### config.mk
export PLATFORM = sky130hd
export DESIGN_NAME = cdc_fifo_wr_ctrl_flat
export DESIGN_NICKNAME = d
export VERILOG_FILES = /design/src/rtl/cdc_fifo_wr_ctrl_if.sv /design/src/rtl/cdc_fifo_wr_ctrl.sv /design/src/flat_wrapper.sv
export SDC_FILE = /design/constraint.sdc
export NUM_CORES = 1
export LEC_CHECK = 0
export CAP_MARGIN = 20
export CORE_MARGIN = 5
export CORE_UTILIZATION = 30
export CTS_BUF_LIST = sky130_fd_sc_hd__clkbuf_16
export CTS_CLUSTER_DIAMETER = 30
export CTS_CLUSTER_SIZE = 24
export DETAILED_ROUTE_END_ITERATION = 10
export GPL_TIMING_DRIVEN = 0
export PLACE_DENSITY = 0.81
export SLEW_MARGIN = 0
export SYNTH_ARGS = -nofsm -noshare
export SYNTH_HDL_FRONTEND = slang
export SYNTH_SLANG_ARGS = --single-unit
### constraint.sdc
create_clock -name clk -period 2.5 [get_ports clk]
set_input_delay 0.25 -clock clk [delete_from_list [all_inputs] [get_ports clk]]
set_output_delay 0.25 -clock clk [all_outputs]
set_load 0.05 [all_outputs]
### src/rtl/cdc_fifo_wr_ctrl_if.sv
// cdc_fifo_wr_ctrl_if: valid/ready write handshake between a producer and the FIFO write controller.
interface cdc_fifo_wr_ctrl_if #(
    parameter int DATA_BITS = 16
);
    logic                 wr_valid;
    logic                 wr_ready;
    logic [DATA_BITS-1:0] wr_data;

    modport master(output wr_valid, output wr_data, input wr_ready);
    modport slave(input wr_valid, input wr_data, output wr_ready);
endinterface

### src/rtl/cdc_fifo_wr_ctrl.sv
// cdc_fifo_wr_ctrl: write-side pointer, RAM write port and full detection of an async FIFO.
// Define WR_LEVEL_EN to add the registered wr_level / wr_almost_full outputs.
module cdc_fifo_wr_ctrl #(
    parameter int ADDR_BITS   = 4,
    parameter int DATA_BITS   = 16
`ifdef WR_LEVEL_EN
    ,
    parameter int ALMOST_FULL = 14
`endif
) (
    input  logic                 clk,
    input  logic                 reset,
    cdc_fifo_wr_ctrl_if.slave    wr,
    output logic                 mem_we,
    output logic [ADDR_BITS-1:0] mem_waddr,
    output logic [DATA_BITS-1:0] mem_wdata,
    output logic [ADDR_BITS:0]   wptr_gray,
    input  logic [ADDR_BITS:0]   rptr_gray_sync
`ifdef WR_LEVEL_EN
    ,
    output logic [ADDR_BITS:0]   wr_level,
    output logic                 wr_almost_full
`endif
);
    localparam int N = ADDR_BITS;
    // Full when the Gray pointers differ only in their top two bits.
    localparam logic [N:0] FULL_MASK = (N+1)'(3) << (N - 1);

    logic [N:0] wptr_bin_q, wptr_bin_d;
    logic [N:0] wptr_gray_q, wptr_gray_d;
    logic       full;
    logic       accept;

    always_comb begin
        full        = wptr_gray_q == (rptr_gray_sync ^ FULL_MASK);
        wr.wr_ready = ~full & ~reset;
        accept      = wr.wr_valid & wr.wr_ready;
        mem_we      = accept;
        mem_waddr   = wptr_bin_q[N-1:0];
        mem_wdata   = wr.wr_data;
        wptr_bin_d  = wptr_bin_q + (N+1)'(accept);
        wptr_gray_d = wptr_bin_d ^ (wptr_bin_d >> 1);
    end

    always_ff @(posedge clk) begin
        if (reset) begin
            wptr_bin_q  <= '0;
            wptr_gray_q <= '0;
        end else begin
            wptr_bin_q  <= wptr_bin_d;
            wptr_gray_q <= wptr_gray_d;
        end
    end

    assign wptr_gray = wptr_gray_q;

`ifdef WR_LEVEL_EN
    logic [N:0] rptr_bin;
    logic [N:0] wr_level_q, wr_level_d;
    logic       wr_almost_full_q, wr_almost_full_d;

    always_comb begin
        rptr_bin = '0;
        for (int i = 0; i <= N; i++) rptr_bin[i] = ^(rptr_gray_sync >> i);
        wr_level_d       = wptr_bin_q - rptr_bin;
        wr_almost_full_d = 32'(wr_level_d) >= ALMOST_FULL;
    end

    always_ff @(posedge clk) begin
        if (reset) begin
            wr_level_q       <= '0;
            wr_almost_full_q <= 1'b0;
        end else begin
            wr_level_q       <= wr_level_d;
            wr_almost_full_q <= wr_almost_full_d;
        end
    end

    assign wr_level       = wr_level_q;
    assign wr_almost_full = wr_almost_full_q;
`endif
endmodule

### src/flat_wrapper.sv
// flat-port wrapper written by rule: the top's interface ports become plain ports
module cdc_fifo_wr_ctrl_flat 
#(
    parameter int ADDR_BITS   = 4,
    parameter int DATA_BITS   = 16

)
  (clk, reset, mem_we, mem_waddr, mem_wdata, wptr_gray, rptr_gray_sync, wr_wr_valid, wr_wr_data, wr_wr_ready);
  cdc_fifo_wr_ctrl_if #(.DATA_BITS(DATA_BITS)) wr_i ();
  input  logic clk;
  input  logic reset;
  output logic mem_we;
  output logic [ADDR_BITS-1:0] mem_waddr;
  output logic [DATA_BITS-1:0] mem_wdata;
  output logic [ADDR_BITS:0] wptr_gray;
  input  logic [ADDR_BITS:0] rptr_gray_sync;
  input wire logic [$bits(wr_i.wr_valid)-1:0] wr_wr_valid;
  input wire logic [$bits(wr_i.wr_data)-1:0] wr_wr_data;
  output wire logic [$bits(wr_i.wr_ready)-1:0] wr_wr_ready;
  assign wr_i.wr_valid = wr_wr_valid;
  assign wr_i.wr_data = wr_wr_data;
  assign wr_wr_ready = wr_i.wr_ready;
  cdc_fifo_wr_ctrl #(.ADDR_BITS(ADDR_BITS), .DATA_BITS(DATA_BITS)) u_core (.clk(clk), .reset(reset), .wr(wr_i), .mem_we(mem_we), .mem_waddr(mem_waddr), .mem_wdata(mem_wdata), .wptr_gray(wptr_gray), .rptr_gray_sync(rptr_gray_sync));
endmodule
Figure 1. Cell area per tile (run 1).
11 x 11 tiles, from black (low) to pale yellow (high), 0 to 100% covered.
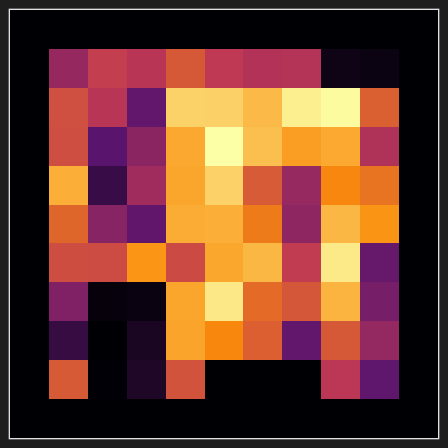
The emptiest ninth of the die: south-west. 21% of the tiles are over 75% full. The fullest tile reaches 100%. The mean over all tiles is 36%. 38% of the tiles are nearly empty. The densest ninth of the die: center.

Figure 2. Drive-strength map (run 1).
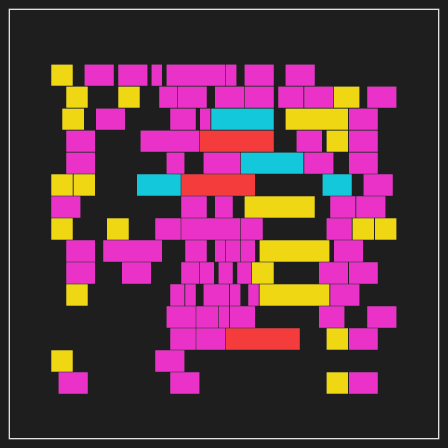
Yellow shows _3 and _4 cells, cells 21. Cyan shows _2 cells, cells 4. Magenta shows _0 and _1 cells, cells 71. Red shows _6 and larger, cells 3.

Figure 3. Cells colored by class (run 1).
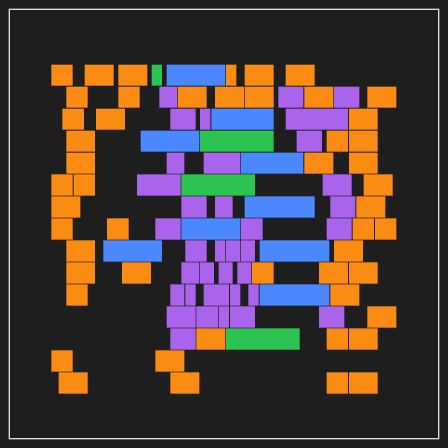
Orange shows remaining buffers and delay cells, cells 50, share of their area 45%. Blue shows sequential cells, cells 9, share of their area 19%. Green shows clock drivers and dummy loads, cells 4, share of their area 7.9%. Purple shows combinational and other logic, cells 36, share of their area 27%.

Figure 4. Register map, names as in the netlist (run 1).
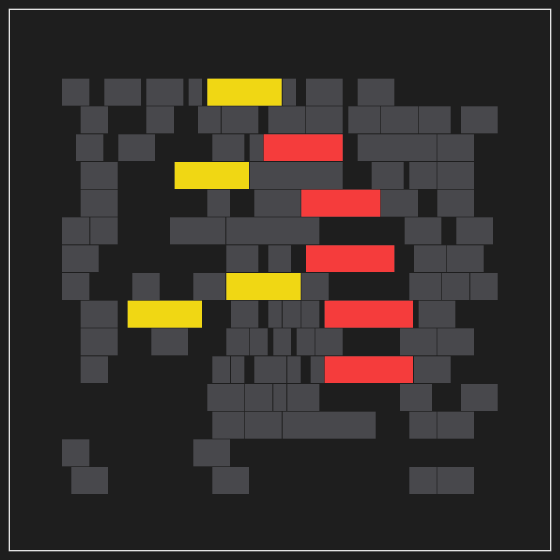
Yellow shows u_core.wptr_bin_q, flops 4. Red shows u_core.wptr_gray, flops 5.

==> results.cfg, run 1 <==
; physical design summary
[finish]
seq_cells = 9
layout.area.comb_um2 = 274
clk_share_pct = 7.64
buf_share_pct = 44.0
largest_class = non-clock buffers
fin_nets = 126
layout_top_cell = clkdlybuf4s50_1
logic_gates = 36
regArea_um2 = 194
inverters = 0
layout-drive-gt1-share_pct = 28.3

[status]
status = finished, final reports clean

[power_and_ir_drop]
swShare_pct = 28.2
power.switching_mw = 0.167
peakVddDrop_mv = 0.294
powerDensity_mw_per_mm2 = 574
maxPowerGroup = the clock network
p_seq_mw = 0.150
powerClk_mw = 0.274
finalPower_mw = 0.593
combPwrFrac_pct = 28.5

[final_timing]
slew_viol_final = 0
layout_setup_ws_ns = 0.123
finalCritPeriodShare_pct = 95.1
setup_tns_ns = 0
max_freq_mhz = 421

[hold_path]
worst_hold_path_type = input port to register
min_from = reset

[run]
max-cap-violations = 0
warnings = 26

[placement]
dp.cells = 120
placed_area_um2 = 951
port_buffers = 33
pre_cts_slack_ns = -0.114

[setup_path]
cp-start-kind = input port
arrival_ns = 2.13
worstPathRequired_ns = 2.25
crit_path_end_kind = output port
crit_start = rptr_gray_sync[2]
cp_max_fo = 2
worstReg2RegStart = u_core.wptr_gray[1]

[clock_tree]
cts_setup_buffers = 0
h-tree-depth = 1
cts.clk_slew.worst_paths_ns = 0.04
cts_resized = 0

[global_route]
busiest_layer = met2
antenna_found_initial = 0
grtUsageMet3_pct = 6.20
grt_max_degree = 11
grtUsageMet1_pct = 12.5

[yosys]
post-synth-top-count-cell = buf_4
ff_type = dfxtp_1
synth_top_cell_by_area = dfxtp_1
synth_async_sr_flop_share_pct = 0
top_cells_by_area = dfxtp_1, buf_4, xor2_1
ys_seq_share_pct = 32.6
fp_nets = 88
ys_cells = 62
synthCells = 62
mux_share_pct = 1.81
synth_top_area_share_pct = 32.6
synthTopCellsByCount = buf_4, dfxtp_1, xor2_1
synth_cell_types = 20
syn_area_um2 = 553

[floorplanning]
dieHeight_um = 52.9
die_w_um = 52.9
core_util_floorplan_pct = 31.7
rows = 15
tap_cells = 25
core_area_mm2 = 0.00175
io_pins = 51

[detailed_routing]
routed.top_layer = met4
drt_first_pass_iters = 2
wirelength_um = 1490
viasPerCell = 4.28
met2RoutedLength_um = 709
vias = 531
## run 1: worst max-delay path by stage
stage | to | slack, ns
2_1_floorplan | u_core.wptr_gray[3] | 0.03
3_3_place_gp | u_core.wptr_gray[3] | -0.09
3_5_place_dp | u_core.wptr_gray[3] | -0.11
4_1_cts | mem_we | 0.08
5_1_grt | u_core.wptr_gray[3] | 0.008
6_report | mem_we | 0.12
## run 1: flip-flops by register name, summed over array words and instances, names as in the netlist
register / cells
u_core.wptr_bin_q: 4
u_core.wptr_gray: 5
## run 1: critical path, cell delays in order
cell and delay (ns):
clkdlybuf4s50_1 0.47, xor2_1 0.19, nor3_2 0.08, a31oi_4 0.18
and2_4 0.17, clkdlybuf4s50_1 0.79
## Run 2: what changed since run 1
--- a/config.mk
+++ b/config.mk
@@ -10,7 +10,6 @@
 export CORE_UTILIZATION = 30
 export CTS_BUF_LIST = sky130_fd_sc_hd__clkbuf_16
 export CTS_CLUSTER_DIAMETER = 30
-export CTS_CLUSTER_SIZE = 24
 export DETAILED_ROUTE_END_ITERATION = 10
 export GPL_TIMING_DRIVEN = 0
 export PLACE_DENSITY = 0.81
==> run 2 against run 1 <==
  * Critical path depth stayed put
  * Non-clock buffer count stayed put
  * Critical endpoint unchanged
  * First-iteration DRC count did not move
  * Worst setup slack is the same
  * Clock skew unchanged
  * Final cell count unchanged
  * Clock-buffer cell count unchanged
  * Highest routed layer unchanged
  * Sequential share of layout area is the same
  * Largest cell class unchanged
==> results.cfg, run 2 <==
; physical design summary
[power_and_ir_drop]
pwr-share-clk_pct = 46.2
maxPowerGroup = the clock network
peakVddDrop_mv = 0.294
swShare_pct = 28.2
powerDensity_mw_per_mm2 = 574
finalPower_mw = 0.593
powerClk_mw = 0.274
combPwrFrac_pct = 28.5
power.switching_mw = 0.167

[floorplanning]
core_util_floorplan_pct = 31.7
rows = 15
io_pins = 51
core_area_mm2 = 0.00175
die_w_um = 52.9
tap_cells = 25
dieHeight_um = 52.9

[setup_path]
crit_path_end_kind = output port
critPathSlowestCell = clkdlybuf4s50_1
worstReg2RegStart = u_core.wptr_gray[1]
crit_start = rptr_gray_sync[2]
crit_buf_inv = 2
cp_slowest_stage_delay_ns = 0.79
arrival_ns = 2.13
crit_chain = clkdlybuf4s50_1 > xor2_1 > nor3_2 > a31oi_4 > and2_4 > clkdlybuf4s50_1
path_delay_family = buffers and inverters
cpMostUsedCell = clkdlybuf4s50_1
ff2ff_path_depth = 10
cp-start-kind = input port
cp_max_fo = 2
worstPathRequired_ns = 2.25

[run]
max-cap-violations = 0
warnings = 26

[hold_path]
min_from = reset
worst_hold_path_type = input port to register

[yosys]
post-synth-top-count-cell = buf_4
ys_seq_share_pct = 32.6
fp_nets = 88
synth_cell_types = 20
syn_area_um2 = 553
synthCells = 62
top_cells_by_area = dfxtp_1, buf_4, xor2_1
synth_top_cell_by_area = dfxtp_1
fa_ha_area_share_pct = 4.52
ys_cells = 62
ff_type = dfxtp_1
synth_async_sr_flop_share_pct = 0
synthTopCellsByCount = buf_4, dfxtp_1, xor2_1
mux_share_pct = 1.81

[final_timing]
setup_tns_ns = 0
relSlewSlack_pct = 66.2
finalCritPeriodShare_pct = 95.1
max_freq_mhz = 421
slew_viol_final = 0
period_needed_ns = 2.38
skew_ns = 0.00136

[global_route]
grtUsageMet1_pct = 12.5
grtUsageMet3_pct = 6.20
antenna_found_initial = 0
grt_max_degree = 11

[clock_tree]
cts.clk_slew.worst_paths_ns = 0.04
h-tree-depth = 1

[finish]
clk_share_pct = 7.64
layout-drive-gt1-share_pct = 28.3
largest_reg_flops = 5
inverters = 0
layout_top_cell = clkdlybuf4s50_1
logic_gates = 36
largest_class = non-clock buffers
buf_share_pct = 44.0
regArea_um2 = 194
final_cell_count_no_fill = 124
layout.area.comb_um2 = 274
diodes = 0
fin_nets = 126
seq_cells = 9

[placement]
dp.cells = 120
port_buffers = 33

[status]
status = finished, final reports clean

[detailed_routing]
routed.top_layer = met4
wl_per_cell_um = 12.0
vias = 531
drt_first_pass_iters = 2
viasPerCell = 4.28
wirelength_um = 1490
met2RoutedLength_um = 709
## run 2: stage by stage
step / util, % / worst slack (ns) / area (µm²)
after floorplan: - / 0.0348 / 589
final: 59.1 / 0.123 / 1030
after CTS: 59.0 / 0.0784 / 1030
after global routing: 59.1 / 0.00827 / 1030
after global placement: 54.5 / -0.0911 / 951
after detailed placement: 54.5 / -0.114 / 951
## run 2: worst max-delay path by stage
stage / to / slack, ns / cells after the start
detailed placement: u_core.wptr_gray[3] / -0.11 / 11
finish: mem_we / 0.12 / 6
global placement: u_core.wptr_gray[3] / -0.09 / 11
global route: u_core.wptr_gray[3] / 0.008 / 11
floorplan: u_core.wptr_gray[3] / 0.03 / 10
CTS: mem_we / 0.08 / 6
## run 2: timing repair
action                     4_1_cts  5_1_grt
resized                          0        1
buffers inserted                 0        0
setup endpoints to repair        0        1
Figure 5. Track usage over the die (run 2).
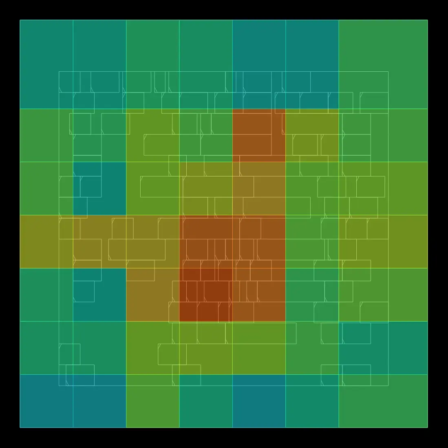
gr busiest metal: met2
GR Layer Usage met2: 21.3%
GRT Util Overall: 12.5%

No activity file was given, so power comes from the tool's default toggle rates.
